$ cat config.mk
export PLATFORM = sky130hd
export DESIGN_NAME = ldl_cdc_hand_sched
export DESIGN_NICKNAME = d
export VERILOG_FILES = /design/src/rtl/ldl_cdc_hand_sched.sv
export SDC_FILE = /design/constraint.sdc
export NUM_CORES = 1
export LEC_CHECK = 0
export CAP_MARGIN = 20
export CORE_ASPECT_RATIO = 1.75
export CORE_MARGIN = 10
export CORE_UTILIZATION = 30
export DETAILED_ROUTE_END_ITERATION = 16
export PLACE_DENSITY = 0.61
export SYNTH_ARGS = -nofsm -noshare
export SYNTH_HDL_FRONTEND = slang
export SYNTH_SLANG_ARGS = --single-unit
$ cat constraint.sdc
create_clock -name clk -period 1.7 [get_ports clk]
set_input_delay 0.34 -clock clk [delete_from_list [all_inputs] [get_ports clk]]
set_output_delay 0.34 -clock clk [all_outputs]
set_load 0.005 [all_outputs]
$ cat src/rtl/ldl_cdc_hand_sched.sv
// Round-robin scheduler sharing one CDC handshake tx channel among N
// requesters, with programmable inter-launch gap and optional abort timer.
//
// Ports:
//   clk, rst      : tx-domain clock, synchronous active-high reset
//   req           : per-requester level request
//   req_data      : requester i word at [i*DW +: DW]
//   interval      : idle-gap length, sampled when a transfer ends
//   ch_ack        : channel completion pulse
//   gnt           : one-hot grant pulse in the first SEND cycle
//   ch_valid      : launch request to the channel
//   ch_data       : {tag, data}, frozen while ch_valid is high
//   busy          : scheduler not idle
//   timeout       : one-cycle pulse after an aborted transfer
module ldl_cdc_hand_sched #(
  parameter int N   = 4,
  parameter int DW  = 8,
  parameter int IW  = $clog2(N),
  parameter int CW  = 8,
  parameter int TW  = 16,
  parameter int TMO = 0
) (
  input  logic              clk,
  input  logic              rst,
  input  logic [N-1:0]      req,
  input  logic [N*DW-1:0]   req_data,
  input  logic [CW-1:0]     interval,
  input  logic              ch_ack,
  output logic [N-1:0]      gnt,
  output logic              ch_valid,
  output logic [IW+DW-1:0]  ch_data,
  output logic              busy,
  output logic              timeout
);

  typedef enum logic [1:0] {
    S_IDLE = 2'd0,
    S_SEND = 2'd1,
    S_GAP  = 2'd2
  } state_t;

  localparam bit TMO_EN = (TMO != 0);

  // Abort fires at the end of the cycle in which the counter holds
  // TMO-1, so ch_valid stays high exactly TMO cycles.
  localparam logic [TW-1:0] TMO_LIM =
    TW'((TMO > 0) ? TMO - 1 : 0);

  state_t             state_q, state_d;
  logic [IW-1:0]      ptr_q, ptr_d;
  logic [TW-1:0]      cnt_q, cnt_d;
  logic [CW-1:0]      gap_q, gap_d;
  logic [N-1:0]       gnt_q, gnt_d;
  logic               valid_q, valid_d;
  logic [IW+DW-1:0]   data_q, data_d;
  logic               tmo_q, tmo_d;

  logic [DW-1:0]      rd [N];
  logic               hit;
  logic [IW-1:0]      win;
  logic               tmo_hit;
  logic               done;

  // Unpack the flat data bus.
  for (genvar g = 0; g < N; g++) begin : g_unpack
    assign rd[g] = req_data[g*DW +: DW];
  end

  // Round-robin pick: first set request at or above ptr, wrapping.
  always_comb begin
    hit = 1'b0;
    win = '0;
    for (int i = 0; i < N; i++) begin
      int idx;
      logic [IW-1:0] sel;
      idx = int'(ptr_q) + i;
      if (idx >= N) begin
        idx = idx - N;
      end
      sel = IW'(idx);
      if (!hit && req[sel]) begin
        hit = 1'b1;
        win = sel;
      end
    end
  end

  assign tmo_hit = TMO_EN && (cnt_q == TMO_LIM);
  assign done    = ch_ack || tmo_hit;

  always_comb begin
    state_d = state_q;
    ptr_d   = ptr_q;
    cnt_d   = cnt_q;
    gap_d   = gap_q;
    gnt_d   = '0;
    valid_d = valid_q;
    data_d  = data_q;
    tmo_d   = 1'b0;

    unique case (state_q)
      S_IDLE: begin
        if (hit) begin
          state_d = S_SEND;
          gnt_d   = N'(1) << win;
          valid_d = 1'b1;
          data_d  = {win, rd[win]};
          cnt_d   = '0;
          if (win == IW'(N - 1)) begin
            ptr_d = '0;
          end else begin
            ptr_d = win + IW'(1);
          end
        end
      end

      S_SEND: begin
        if (done) begin
          valid_d = 1'b0;
          // An ack in the limit cycle counts as a normal completion.
          tmo_d   = !ch_ack;
          if (interval == '0) begin
            state_d = S_IDLE;
          end else begin
            gap_d   = interval;
            state_d = S_GAP;
          end
        end else if (TMO_EN) begin
          cnt_d = cnt_q + TW'(1);
        end
      end

      S_GAP: begin
        if (gap_q <= CW'(1)) begin
          gap_d   = '0;
          state_d = S_IDLE;
        end else begin
          gap_d = gap_q - CW'(1);
        end
      end

      default: begin
        state_d = S_IDLE;
        valid_d = 1'b0;
      end
    endcase
  end

  always_ff @(posedge clk) begin
    if (rst) begin
      state_q <= S_IDLE;
      ptr_q   <= '0;
      cnt_q   <= '0;
      gap_q   <= '0;
      gnt_q   <= '0;
      valid_q <= 1'b0;
      data_q  <= '0;
      tmo_q   <= 1'b0;
    end else begin
      state_q <= state_d;
      ptr_q   <= ptr_d;
      cnt_q   <= cnt_d;
      gap_q   <= gap_d;
      gnt_q   <= gnt_d;
      valid_q <= valid_d;
      data_q  <= data_d;
      tmo_q   <= tmo_d;
    end
  end

  assign gnt      = gnt_q;
  assign ch_valid = valid_q;
  assign ch_data  = data_q;
  assign busy     = (state_q != S_IDLE);
  assign timeout  = tmo_q;

endmodule

**Nets reached from selected ports**

(4 px per µm)
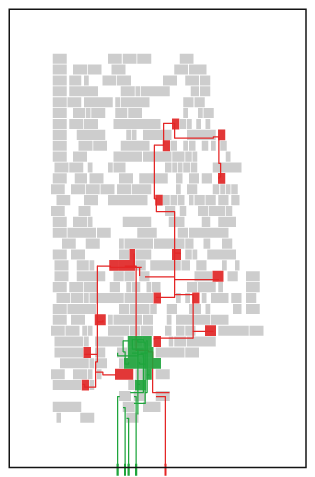
color	port	bits	direction	end cells	buffers	wire
green	`req`	4	input	10	5	156 µm
red	`rst`	1	input	18	3	260 µm
port buffer count: 63
I/O pin cnt: 64

**Cell placement**

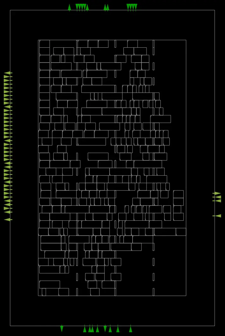
final core occ: 54.2%
Core ar.: 0.00493 mm²
# Taps: 54
Post-Layout Cell Count: 336

**Placed cells, one color a class**

(2 px per µm)
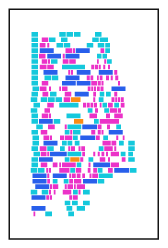
color	class	cells
blue	sequential cells	28
magenta	remaining logic cells	148
cyan	remaining buffers and delay cells	103
orange	clock-net drivers	3

**Sequential cells grouped by signal name**

(2 px per µm) Other sequential cells in the stronger gray, the rest of the logic in the fainter gray.
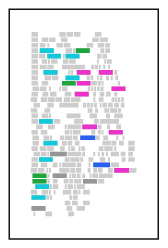
color	netlist name	flops
blue	`state_q`	2
magenta	`gap_q`	8
cyan	`ch_data`	10
green	`gnt`	4
not colored	4

**Clock wires, drivers and flops**

(2 px per µm)
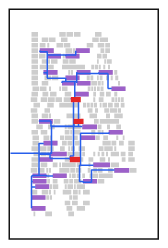
[purple] flip-flops | count: 28
[blue] clock wires | length: 360 µm
[red] clock-net drivers | count: 3
routed clock nets	4

==> results.tsv <==
metric	value	unit
dominant_cells	buffers	
ys_sh_aoi	22.2	%
signal_buffers	103	
ir_worst_vdd	0.000614	V
most_common_cell	nand2_1	
startpoint	interval[6]	
antenna_found_initial	0	
status	finished, final reports clean	
syn_inst	185	
drt_iter0_drc	60	
fp.dieH	114	µm
viasPerCell	4.99	
clk_share	1.54	%
largestPowerGroup	combinational logic	
yosysTopAreaCell	dfxtp_1	
cts_tree	yes	
crit_chain	clkdlybuf4s50_1, nor4_1, buf_4, a211o_1, and2_4, buf_12, a211oi_2, a211oi_1	
powerDensity	790	mW/mm²
swShare	29.8	%
p_seq_share	37.8	%
grt_pass1_wl	8140	µm
yosys_warnings	0	
cts_setup_buffers	1	
die_area	0.00843	mm²
seq_share	21.4	%
stdcell_area	0.00267	mm²
yosys.area_share.adder	1.65	%
p_switching	0.630	mW
dp_slack	-398	ps
clkPwrFrac	17.1	%
grt_most_used_layer	met2	
routed_wirelength	4900	µm
use_met2	23.2	%
drtAntennaViolNets	0	
htree_levels	1	
rows	34	
syn_avg_cell_area	8.22	µm²
logic_area	932	µm²
crit_type	in2reg	
top_cells_by_area	dfxtp_1, mux2i_1, nand2_1	
pg_clk	0.361	mW
finalCritPeriodShare	98.3	%
hold_violations	0	
cts_buffer_depth	2	
seq_cell_count	28	
cp.depth	8	
setup_viol	0	
nNonClkInverters	8	
